Figure 1. Wiring by layer.
Only two layers are drawn.
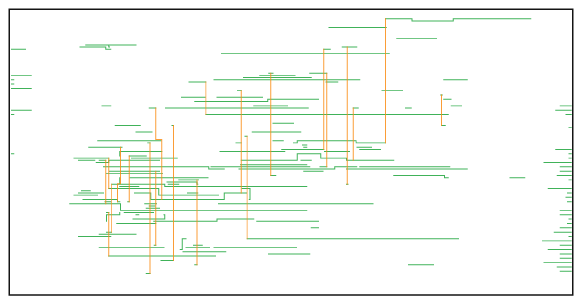
Figure 2. Placement view.
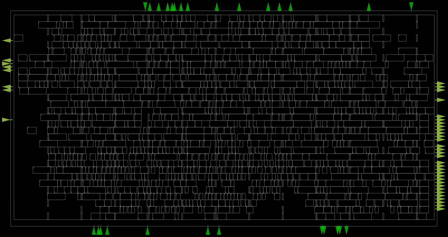
Figure 3. Wires at chosen ports, followed through buffers.
Scale bar: 50 um.
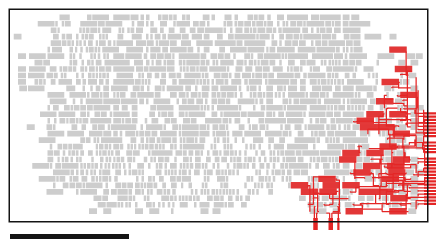
==> config.mk <==
export PLATFORM = sky130hd
export DESIGN_NAME = mem_loader
export DESIGN_NICKNAME = d
export VERILOG_FILES = /design/src/rtl/mem_loader_pkg.sv /design/src/rtl/mem_loader_word_assembler.sv /design/src/rtl/mem_loader.sv
export SDC_FILE = /design/constraint.sdc
export NUM_CORES = 1
export LEC_CHECK = 0
export ABC_AREA = 1
export ABC_CLOCK_PERIOD_IN_PS = 2300
export CAP_MARGIN = 0
export CORE_ASPECT_RATIO = 0.5
export CORE_UTILIZATION = 50
export CTS_CLUSTER_SIZE = 28
export DETAILED_ROUTE_END_ITERATION = 12
export PLACE_DENSITY = 0.73
export SYNTH_ARGS = -nofsm -noshare
export SYNTH_HDL_FRONTEND = slang
export SYNTH_HIERARCHICAL = 1
export SYNTH_SLANG_ARGS = --single-unit
==> constraint.sdc <==
create_clock -name clk_i -period 2.3 [get_ports clk_i]
set_input_delay 0.23 -clock clk_i [delete_from_list [all_inputs] [get_ports clk_i]]
set_output_delay 0.23 -clock clk_i [all_outputs]
set_load 0.01 [all_outputs]
==> ci_impl_report.md <==
### Yosys + OpenROAD results

| Metric | Value |
|---|---|
| Area fraction of the dominant cell type after synthesis | `31.1%` |
| Fraction of final layout cells with drive strength greater than 1 | `24.4%` |
| Chip Height | `just under 90 um` |
| Number of placement rows | `31` |
| Antenna cells | `0` |
| Clock insertion delay at the later pin of the skew report | `0.42 ns` |
| Cell depth of the worst min-delay path | `2` |
| Top logic cell by instance count in the layout | `nand2_1` |
| Worst slew slack as a fraction of its limit | `between 60 and 70%` |
| Avg Synthesized Cell Area | `7.08 sq um` |
| Worst Hold Margin | `slightly below 0.3 ns` |
| Clock share of power | `47.0%` |
| Clock slew at the register clock pins of the worst setup and hold paths | `0.06 ns` |
| Pre-CTS setup slack | `-0.524 ns` |
| Number of levels in the clock H-tree | `4` |
| Antenna-violating nets left | `0` |
| CP startpoint kind | `register` |
| Setup repair after global routing missed its margin | `yes` |
| Cells taking the most area after synthesis | `dfxtp_1 (31%), nand2_1 (13%), nor2_1 (6.7%)` |
| Share of the core filled by cells before placement | `51.6%` |
| R2R Setup Slk | `-0.35 ns` |
| Flip-flops with a built-in enable | `0` |
| Final worst-path setup slack | `-0.382 ns` |
| Number of global-route vias before repair | `roughly 7,000` |
| Sequential share of power | `approximately a third` |
| Final critical path time including I/O delays and setup | `around 2.7 ns` |
| Layout-stage area growth over the synthesis result | `33.8%` |
| Clock tree from TritonCTS | `yes` |
| Required @ worst endpoint | `2.07 ns` |
| Starting DRC count in detailed routing | `575` |
| Critical path data arrival time | `2.45 ns` |
| Congestion Overflow GR | `0` |
| Final-report max-slew violation count | `0` |
| Cts-stage hold buffer count | `0` |
| Max Cap Viol | `0` |
| Final cell utilization of the core | `69.1%` |
| Count of final hold-check violations | `0` |
| Status | `complete, but fails checks` |
| Final setup violation count | `13` |
| Critical path endpoint category | `primary output` |
| Antenna violations before repair | `0` |
| Yosys stat cell total | `1,063` |
| Synthesis-stage register bit count | `between 100 and 150` |
| Actual transition at the worst max-transition pin | `0.577 ns` |
| Tcrit/Tclk final | `117%` |
| Final-layout setup total negative slack | `-3.35 ns` |
| Maximum count of clock buffers along a single path | `2` |
| Yosys stat area | `7530 sq um` |
| Cell type contributing the most total cell area after synthesis | `dfxtp_1` |
| CTS sink cnt | `approximately 120` |
| Synth Cell Area | `7530 sq um` |
| Number of warnings the tools reported | `31` |
| Net count of the finished layout | `about 1,300` |
| Power Dens Cells | `616 nW/um^2` |
| Static leakage power | `4.38 nW` |
| # DRC | `0` |
| Post-synth net total | `1,112` |
| Count of distinct cell types in the synthesized netlist | `47` |
| Worst hold-check path type | `in2reg` |
| Relative contribution of combinational cells to total power | `between 15 and 20%` |
| Clock Skew | `0.0140 ns` |
| Warning count from the yosys run | `6` |
| Worst VDD drop | `~0.00059 V` |
| Path type of the worst setup path | `reg2out` |
| Post-synth seq share | `31.1%` |
| Largest fanout on the critical path | `2` |
| Total die size | `15,600 sq um` |
| DIE WIDTH | `176 um` |
| Sw Share | `29.0%` |
| Maximum number of pins on one net before global-route repair | `53` |
| TritonCTS buffer count | `17` |
| Most common logic cells in the final layout | `nand2_1 (250), nor2_1 (131), buf_4 (108), dfxtp_1 (107), inv_1 (100)` |
| Post-synthesis instance total | `between 1,000 and 1,500` |
| Violations in the final reports | `negative setup slack` |
About Figure 1:
Orange shows metal 4, wire length 521 um. Green shows metal 3, wire length 1,840 um.
post-DR wirelength/cell: 15.4 um
Total Wirelength: 22.1 mm
via total after detailed routing: 7,744

About Figure 2:
inserted tap cell count: 198
flop share of the area: 23.4%
placeable core region: 14,600 sq um

About Figure 3:
Red shows mem_wdata_o, direction output, end cells 32, wire 871 um.
number of placed I/O pins: 66
number of port buffers: 65

[kinds of logic (layout without fill, tap and decap cells)]
family	count (synthesis)	in the layout	share of synthesized area, %
xor gates and xnor gates	56	56	6.52
adders and majority gates	38	38	6.52
AOI/OAI and AO/OA	160	160	14.4
DFF	117	117	31.1
and+or+nand+nor	547	547	33.1
buffers and inverters	145	326	8.33
[stage by stage]
stage,instance area [sq um],std cells,power (mW)
global placement,9210,1409,3.25
CTS,9970,1445,6.19
floorplan,7560,1063,2.91
finish,10100,1442,6.21
global route,10100,1442,6.43
detailed placement,9210,1409,3.26
[power by group through the flow]
stage / Combinational (mW) / Sequential, mW / Clock, mW
2_1_floorplan: 0.710 / 2.20 / 0
3_3_place_gp: 1.06 / 2.19 / 0
3_5_place_dp: 1.08 / 2.19 / 0
4_1_cts: 1.11 / 2.15 / 2.94
5_1_grt: 1.25 / 2.16 / 3.03
6_report: 1.14 / 2.15 / 2.92
[layout make-up]
| type | instances | area, sq um |
|---|---|---|
| repair buffers | 183 | 1580 |
| clock inverters | 13 | 191 |
| inverters | 111 | 422 |
| clock buffers | 19 | 453 |
| flip-flops and latches | 117 | 2360 |
| fillers | 1164 | 4510 |
| well taps | 198 | 248 |
| multi-input cells | 801 | 4820 |
[cells in the mapped netlist (2+ instances only)]
master	count
nand2_1	253
nor2_1	135
dfxtp_1	117
inv_1	102
nand3_1	56
a22oi_1	48
a21oi_1	44
ha_1	36
xor2_1	36
a21oi_2	33
nand4_1	22
xnor2_1	20
nand2_2	17
nor3_1	13
o21ai_0	13
buf_2	10
buf_4	10
clkbuf_1	10
nor2_2	8
inv_2	7
nor4_1	7
nor2_4	6
nor3_2	6
a211oi_1	5
nand3_2	5
nand3b_1	5
buf_6	4
o21ai_1	4
nor3b_1	3
o21bai_1	3
a21o_1	2
a31oi_1	2
fa_1	2
nor3_4	2
nor4_2	2
o21a_1	2
o22ai_1	2
or2_2	2
[per-layer routing]
metal	track usage [%]	up-vias	wire (um)
met5	0	-	0
met4	10.0	0	520
met3	6.27	46	1840
met2	44.7	271	9390
met1	39.4	3594	10400
li1	-	3833	-
[repair_timing]
action | CTS | global route
setup buffers | 4 | 0
pin swaps | 21 | 27
resized | 66 | 32
hold endpoints to repair | 0 | 0
endpoints found under the setup margin | 20 | 23
[critical path: stages (launching register included)]
cell     delay (ns)
dfxtp_4        0.36
ha_4           0.14
inv_2          0.03
fa_2           0.33
inv_2          0.07
a31oi_4        0.09
o21ai_2        0.16
a21o_1         0.15
a21oi_2        0.07
o21ai_2        0.14
nand2_1        0.07
nand2_1        0.08
a21oi_2        0.06
xor2_1         0.15
buf_2          0.15
Power figures rest on the tool's default switching activity, not on a simulated workload.
